Power grid:
Bar = 100 um. Pins as bars on the die edge.
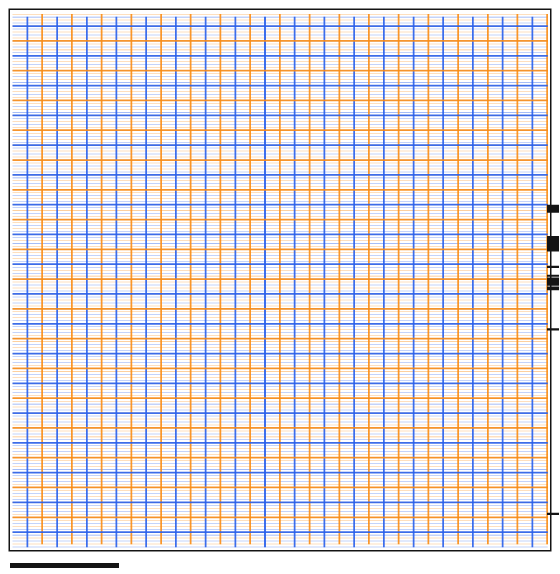
Cell classes on the final placement:
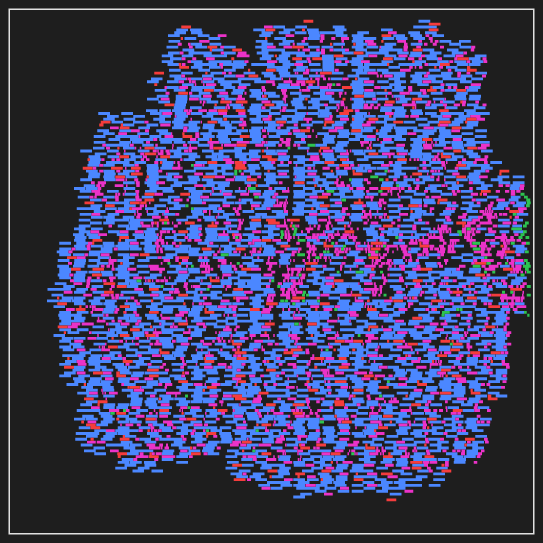
Clock wires, drivers and flops:
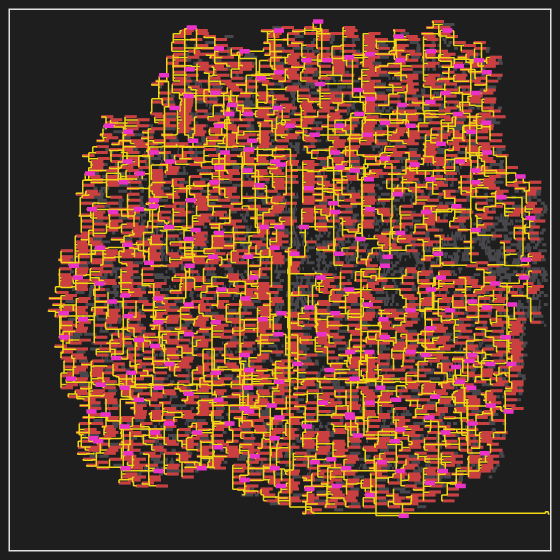
Signal wires by layer:
Bar = 100 um.
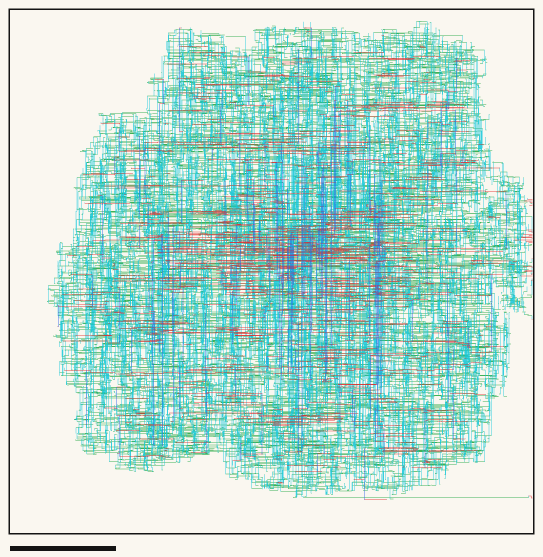
Routing congestion map:
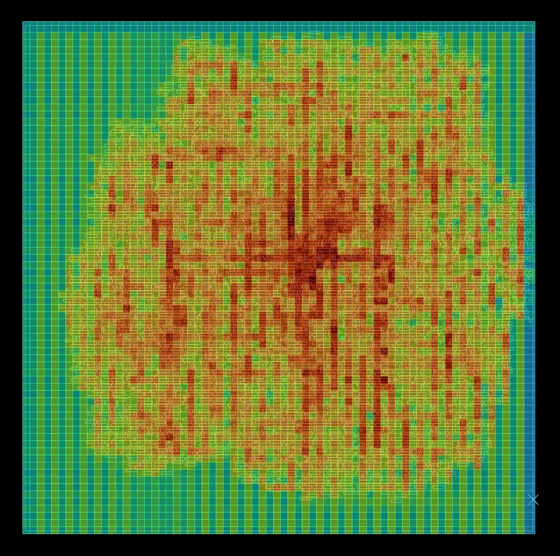
<file path="src/rtl/rtl_top_pkg.sv">
// Shared widths and the output-FIFO entry layout for the 2x2 downscaler.
package rtl_top_pkg;

  localparam int PIX_W = 8;

  function automatic int sum1_w(input int dw);
    return dw + 1;
  endfunction

  function automatic int sum2_w(input int dw);
    return dw + 2;
  endfunction

  // Output FIFO entry; total width is sum2_w(PIX_W).
  typedef struct packed {
    logic [PIX_W-1:0] data;
    logic             tlast;
    logic             tuser;
  } fifo2_entry_t;

endpackage

</file>
<file path="src/rtl/rtl_top_fifo_sync.sv">
// Synchronous first-word-fall-through FIFO: array storage with a registered
// read into an output stage, plus a bypass so a push into an empty FIFO shows next cycle.
module fifo_sync #(
  parameter int W       = 8,
  parameter int A_WIDTH = 2
) (
  input  logic         clk,
  input  logic         rst_n,
  input  logic         flush,
  input  logic         push,
  input  logic [W-1:0] din,
  input  logic         pop,
  output logic [W-1:0] dout,
  output logic         full,
  output logic         empty
);

  localparam int DEPTH = 1 << A_WIDTH;

  logic [W-1:0]       mem [DEPTH];
  logic [A_WIDTH-1:0] wr_ptr_q, wr_ptr_d, rd_ptr_q, rd_ptr_d;
  logic [A_WIDTH:0]   mem_cnt_q, mem_cnt_d;
  logic               out_vld_q, out_vld_d;
  logic [W-1:0]       dout_q;
  logic [A_WIDTH+1:0] total;
  logic               do_push, do_pop, out_free, mem_rd, mem_wr, load_bypass;

  assign total = {1'b0, mem_cnt_q} + (A_WIDTH+2)'(out_vld_q);
  assign full  = (total == (A_WIDTH+2)'(DEPTH));
  assign empty = !out_vld_q;
  assign dout  = dout_q;

  always_comb begin
    do_push     = push & !full;
    do_pop      = pop & out_vld_q;
    out_free    = !out_vld_q | do_pop;
    mem_rd      = out_free & (mem_cnt_q != '0);
    load_bypass = out_free & (mem_cnt_q == '0) & do_push;
    mem_wr      = do_push & !load_bypass;
    wr_ptr_d    = wr_ptr_q + A_WIDTH'(mem_wr);
    rd_ptr_d    = rd_ptr_q + A_WIDTH'(mem_rd);
    mem_cnt_d   = mem_cnt_q + (A_WIDTH+1)'(mem_wr) - (A_WIDTH+1)'(mem_rd);
    out_vld_d   = out_free ? (mem_rd | load_bypass) : out_vld_q;
    if (flush) begin
      wr_ptr_d  = '0;
      rd_ptr_d  = '0;
      mem_cnt_d = '0;
      out_vld_d = 1'b0;
    end
  end

  always_ff @(posedge clk or negedge rst_n) begin
    if (!rst_n) begin
      wr_ptr_q  <= '0;
      rd_ptr_q  <= '0;
      mem_cnt_q <= '0;
      out_vld_q <= 1'b0;
    end else begin
      wr_ptr_q  <= wr_ptr_d;
      rd_ptr_q  <= rd_ptr_d;
      mem_cnt_q <= mem_cnt_d;
      out_vld_q <= out_vld_d;
    end
  end

  // Storage has no reset so it can map onto block RAM.
  always_ff @(posedge clk) begin
    if (mem_wr && !flush) mem[wr_ptr_q] <= din;
  end

  always_ff @(posedge clk or negedge rst_n) begin
    if (!rst_n) begin
      dout_q <= '0;
    end else if (!flush) begin
      if (mem_rd) dout_q <= mem[rd_ptr_q];
      else if (load_bypass) dout_q <= din;
    end
  end

endmodule

</file>
<file path="src/rtl/rtl_top.sv">
// Streaming 2x2 averaging downscaler: even lines store pair sums in a line FIFO,
// odd lines combine them with their own pairs and emit through a small output FIFO.
module rtl_top
  import rtl_top_pkg::*;
#(
  parameter int D_WIDTH       = PIX_W,
  parameter int FIFO1_A_WIDTH = 8,
  parameter int FIFO2_A_WIDTH = 1
) (
  input  logic               clk,
  input  logic               rst,
  input  logic [D_WIDTH-1:0] up_data,
  input  logic               up_valid,
  input  logic               up_tlast,
  input  logic               up_tuser,
  output logic               up_ready,
  output logic [D_WIDTH-1:0] down_data,
  output logic               down_valid,
  output logic               down_tlast,
  output logic               down_tuser,
  input  logic               down_ready
);

  localparam int S1_W = sum1_w(D_WIDTH);
  localparam int S2_W = sum2_w(D_WIDTH);

  logic               odd_line_q, odd_line_d;
  logic               pair_ph_q, pair_ph_d;
  logic               sof_q, sof_d;
  logic [D_WIDTH-1:0] hold_q, hold_d;

  logic               accept, eff_odd, eff_ph;
  logic               f1_push, f1_pop, f1_full, f1_empty, f1_flush;
  logic [S1_W-1:0]    f1_din, f1_dout;
  logic               f2_push, f2_full, f2_empty;
  fifo2_entry_t       f2_din, f2_dout;
  logic [S2_W-1:0]    sum2;

  // A frame-start pixel never pushes either FIFO, so it may always enter to resync.
  assign up_ready = up_tuser | (odd_line_q ? !f2_full : !f1_full);

  always_comb begin
    accept   = up_valid & up_ready;
    eff_odd  = odd_line_q & !up_tuser;
    eff_ph   = pair_ph_q & !up_tuser;
    f1_din   = S1_W'(hold_q) + S1_W'(up_data);
    sum2     = S2_W'(f1_dout) + S2_W'(hold_q) + S2_W'(up_data);
    f1_flush = accept & up_tuser;
    f1_push  = accept & eff_ph & !eff_odd;
    f1_pop   = accept & eff_ph & eff_odd & !f1_empty;
    f2_push  = f1_pop;
    f2_din.data  = sum2[S2_W-1:2];
    f2_din.tlast = up_tlast;
    f2_din.tuser = sof_q;

    hold_d     = hold_q;
    pair_ph_d  = pair_ph_q;
    odd_line_d = odd_line_q;
    sof_d      = sof_q;
    if (accept) begin
      hold_d     = eff_ph ? hold_q : up_data;
      pair_ph_d  = up_tlast ? 1'b0 : !eff_ph;
      odd_line_d = eff_odd ^ up_tlast;
      sof_d      = up_tuser | (sof_q & !f2_push);
    end
  end

  always_ff @(posedge clk or negedge rst) begin
    if (!rst) begin
      odd_line_q <= 1'b0;
      pair_ph_q  <= 1'b0;
      sof_q      <= 1'b0;
      hold_q     <= '0;
    end else begin
      odd_line_q <= odd_line_d;
      pair_ph_q  <= pair_ph_d;
      sof_q      <= sof_d;
      hold_q     <= hold_d;
    end
  end

  fifo_sync #(.W(S1_W), .A_WIDTH(FIFO1_A_WIDTH)) u_fifo1 (
    .clk   (clk),
    .rst_n (rst),
    .flush (f1_flush),
    .push  (f1_push),
    .din   (f1_din),
    .pop   (f1_pop),
    .dout  (f1_dout),
    .full  (f1_full),
    .empty (f1_empty)
  );

  fifo_sync #(.W(S2_W), .A_WIDTH(FIFO2_A_WIDTH)) u_fifo2 (
    .clk   (clk),
    .rst_n (rst),
    .flush (1'b0),
    .push  (f2_push),
    .din   (f2_din),
    .pop   (down_ready),
    .dout  (f2_dout),
    .full  (f2_full),
    .empty (f2_empty)
  );

  assign down_valid = !f2_empty;
  assign down_data  = f2_dout.data;
  assign down_tlast = f2_dout.tlast;
  assign down_tuser = f2_dout.tuser;

endmodule

</file>
<file path="config.mk">
export PLATFORM = sky130hd
export DESIGN_NAME = rtl_top
export DESIGN_NICKNAME = d
export VERILOG_FILES = /design/src/rtl/rtl_top_pkg.sv /design/src/rtl/rtl_top_fifo_sync.sv /design/src/rtl/rtl_top.sv
export SDC_FILE = /design/constraint.sdc
export NUM_CORES = 2
export LEC_CHECK = 0
export ABC_CLOCK_PERIOD_IN_PS = 23900
export CAP_MARGIN = 20
export CORE_MARGIN = 2
export CORE_UTILIZATION = 40
export CTS_CLUSTER_SIZE = 25
export DETAILED_ROUTE_END_ITERATION = 10
export GPL_ROUTABILITY_DRIVEN = 0
export SLEW_MARGIN = 30
export SYNTH_ARGS = -nofsm -noshare
export SYNTH_HDL_FRONTEND = slang
export SYNTH_HIERARCHICAL = 1
export SYNTH_SLANG_ARGS = --single-unit
</file>
<file path="constraint.sdc">
create_clock -name clk -period 23.9 [get_ports clk]
set_input_delay 4.78 -clock clk [delete_from_list [all_inputs] [get_ports clk]]
set_output_delay 4.78 -clock clk [all_outputs]
set_load 0.02 [all_outputs]
</file>
==> GITHUB_STEP_SUMMARY <==
### Yosys + OpenROAD results

| Metric | Value |
|---|---|
| Status | complete, but fails checks |
| Failing checks | design-rule violations |
| DP HPWL | 148,900 um |
| Xor/xnor share | 0.3291% |
| Yosys chip area | 0.09580 mm2 |
| Switching share of power | 30.69% |
| Top_reg_cell synth | edfxtp_1 |
| Placed inst area | 0.09883 mm2 |
| Root cell of the clock tree | clkbuf_16 |
| Crit path to | up_ready |
| Tightest Pin Transition | 1021 ps |
| RR Startpoint | u_fifo1/rd_ptr_q[0]$_DFF_PN0_ |
| Synthesis-to-layout area growth | 11.25% |
| Final Setup Violations | 0 |
| RSZ-0062 raised after global routing | no |
| Initial antenna violation count | 7 |
| Crit-path slowest cell | clkdlybuf4s50_1 |
| Hold Violations, Final | 0 |
| Crit start category | primary input |
| DRC viols | 2 |
| Gate Count Post-Synth | 4,990 |
| Post-place setup slack | 12,930 ps |
| Top-area cell share | 72.85% |
| Tcrit/Tclk final | 45.89% |
| Longest Clk Path Bufs | 3 |
| Basic Gates by Area | 3.110% |
| Pwr/cell area | 113.2 mW/mm2 |
| Final nets | 5,120 |
| Clock sink count | 2,385 |
| Post-Synthesis Net Count | 5,058 |
| Flops after synth | 2,385 |
| Post-CTS sizing | 0 |
| Peak supply drop | 0.08891 mV |
| Critical Path, Cell by Cell | clkdlybuf4s50_1, or2_2, clkdlybuf4s50_1 |
| Worst Hold Class | flip-flop to flip-flop |
| Sw power | 3.703 mW |
| Final Slew Violations | 0 |
| Post-synth mux share | 13.94% |
| Worst EP arrival | 6190 ps |
| Post-CTS Setup Bufs | 0 |
| Max stage delay on crit path | 540 ps |
| Initial Utilization | 40.24% |
| Sequential Power Share | 43.9% |
| Worst setup path start | up_tuser |
| Mean post-synth cell area | 19.20 um2 |
| Required time of the critical path | 19,120 ps |
| Reg2reg setup slack | 17,740 ps |
| Yosys aoi share | 4.841% |
| Io pins | 26 |
| WS Path Type | primary input to output pin |
| Grt ovf | 0 |
| Largest net degree at the start of global routing | 178 |
| Dpl cells | 7,980 |
| Most common cell on crit path | clkdlybuf4s50_1 |
| Family with the most delay on the worst path | buffers and inverters |
| Post-route setup slack | 12,930 ps |
| Leak | 33.02 nW |
| Adder-Cell Fraction of Synth Area | 0.7836% |
| TritonCTS clock tree | done |
| Via density | 5.898 |
| OpenROAD warnings | 61 |
| Cell Area, Synth | 0.09580 mm2 |
| Fmax | 91.17 MHz |
| Hold Path End | u_fifo2/mem[0][0]$_DFFE_PP_ |
| Stages on the worst setup path | 3 |
| TritonCTS Buffers | 236 |
| Synth area leader | edfxtp_1 |
| Vias in the first global route | 48,560 |
| Worst-path clk slew | 60 ps |
| Top logic family | multiplexers |
| Warnings, synthesis | 6 |
| Critical-path maximum fanout | 6 |
| Global-route wire length before repair | 361,300 um |
## Picture notes: 'power grid'
[VDD] orange
[VSS] blue
met1 rails: 180
signal pins: 26
Die W: 493.4 um
Std-Cell Core Area: 0.2381 mm2

## Picture notes: 'cell classes on the final placement'
[clock drivers and dummy loads] red | cells: 442
[remaining buffers and delay cells] green | cells: 122
[registers] blue | cells: 2,385
[remaining logic cells] magenta | cells: 2,307
final core occ: 44.77%
flop share of the area: 66.93%
FP Rows: 179
design area: 0.1066 mm2

## Picture notes: 'clock wires, drivers and flops'
[flip-flops] red | count: 2,385
[clock wires] yellow | length: 26.5 mm
[clock-net drivers] magenta | count: 236
routed clock nets: 237
flops lie: widely spread
clock power share: 30.3%
Final Skew: 58.33 ps

## Picture notes: 'signal wires by layer'
[M4] blue | wire length: 8,460 um
[M3] red | wire length: 21.5 mm
[M2] cyan | wire length: 120 mm
[M1] green | wire length: 104 mm
routed via count: 49,710
average wire per standard cell: 30.14 um
Tot GR Track Use: 20.54%
routed wire length: 254,000 um

## Picture notes: 'routing congestion map'
M2 GR Usage: 32.38%
M1 GR Usage: 28.52%
gr busiest metal: met2
M3 GR Usage: 4.234%

==> power groups by stage <==
stage	clock (mW)	sequential, mW	combinational, mW
6_report	3.66	5.29	3.11
5_1_grt	3.88	5.30	3.29
4_1_cts	3.72	5.30	3.13
3_5_place_dp	0	5.38	3.12
3_3_place_gp	0	5.38	3.07
2_1_floorplan	0	5.58	2.14
==> worst reg2reg max path, stage by stage (launching register included) <==
cell	delay [ps]
dfrtp_4	950
buf_4	930
buf_12	520
buf_12	710
mux4_2	770
a2111oi_0	740
nor3_1	150
o22ai_1	770
a22oi_1	230
o22ai_1	230
nor2_1	60
==> per-layer routing <==
metal / GRT usage, % / wire [um] / vias to the layer above
met5: 0 / 0 / -
met4: 6.867 / 8463 / 0
met3: 4.234 / 21540 / 403
met2: 32.38 / 120000 / 2282
met1: 28.52 / 104000 / 26370
li1: - / - / 20660
==> layout make-up <==
cell class              count  area (um2)  area share [%]
clock inverters           153        1496           1.404
clock buffers             289        6168           5.788
flip-flops and latches   2385       71330           66.93
repair buffers            122        1192           1.119
well taps                3167        3963           3.718
multi-input cells        2276       22290           20.91
diodes                      5       12.51         0.01174
inverters                  31       126.4          0.1186
==> cell usage in the layout, fill, tap and decap left out, types with 9 or more instances in the layout <==
cell type        count
ha_1                43
clkbuf_16          239
fa_1                 9
o21ai_0             30
a31oi_1             10
o221ai_1           197
a211oi_1            16
xor2_1              11
buf_6               13
nor3_1              82
clkinvlp_4          18
a21o_1               9
o221ai_2            20
nor2b_1             18
clkdlybuf4s50_1     24
mux4_2             304
dfrtp_1             55
buf_12              12
bufinv_16           22
o22ai_1            130
mux2i_1            506
buf_4               71
clkinv_2            39
a21oi_1            135
nor4_1              14
clkinv_1            58
mux2_2              37
edfxtp_1          2324
nor2_1             350
nand2_1             93
nand2_2             12
mux4_1              39
clkbuf_1            50
xnor2_1             19
inv_1               28
nand3_1             30
==> cells in the mapped netlist, types with 20 or more instances <==
cell type     n
mux4_1       39
xnor2_1      23
a21oi_1     135
o221ai_2     20
buf_6        36
nor2_1      354
nand2_1     105
dfrtp_1      61
nand3_1      34
edfxtp_1   2324
buf_12       31
buf_2        68
mux2_2       37
o21ai_0      30
buf_4        27
o221ai_1    197
mux2i_1     506
nor3_1       86
mux4_2      304
buf_1        21
inv_1        29
buf_8        22
clkbuf_1     91
ha_1         44
o22ai_1     130
==> registers in the layout, indices dropped and copies added, names as in the netlist <==
| signal | count |
|---|---|
| u_fifo2/rd_ptr_q | 1 |
| u_fifo2/dout | 10 |
| u_fifo1/out_vld_q | 1 |
| hold_q | 8 |
| sof_q | 1 |
| odd_line_q | 1 |
| pair_ph_q | 1 |
| u_fifo2/mem | 20 |
| u_fifo2/out_vld_q | 1 |
| u_fifo1/mem | 2304 |
| u_fifo1/dout | 9 |
| u_fifo1/rd_ptr_q | 8 |
| u_fifo2/mem_cnt_q | 2 |
| u_fifo1/mem_cnt_q | 9 |
| u_fifo2/wr_ptr_q | 1 |
| u_fifo1/wr_ptr_q | 8 |
Power is estimated from default activity; no workload was simulated.
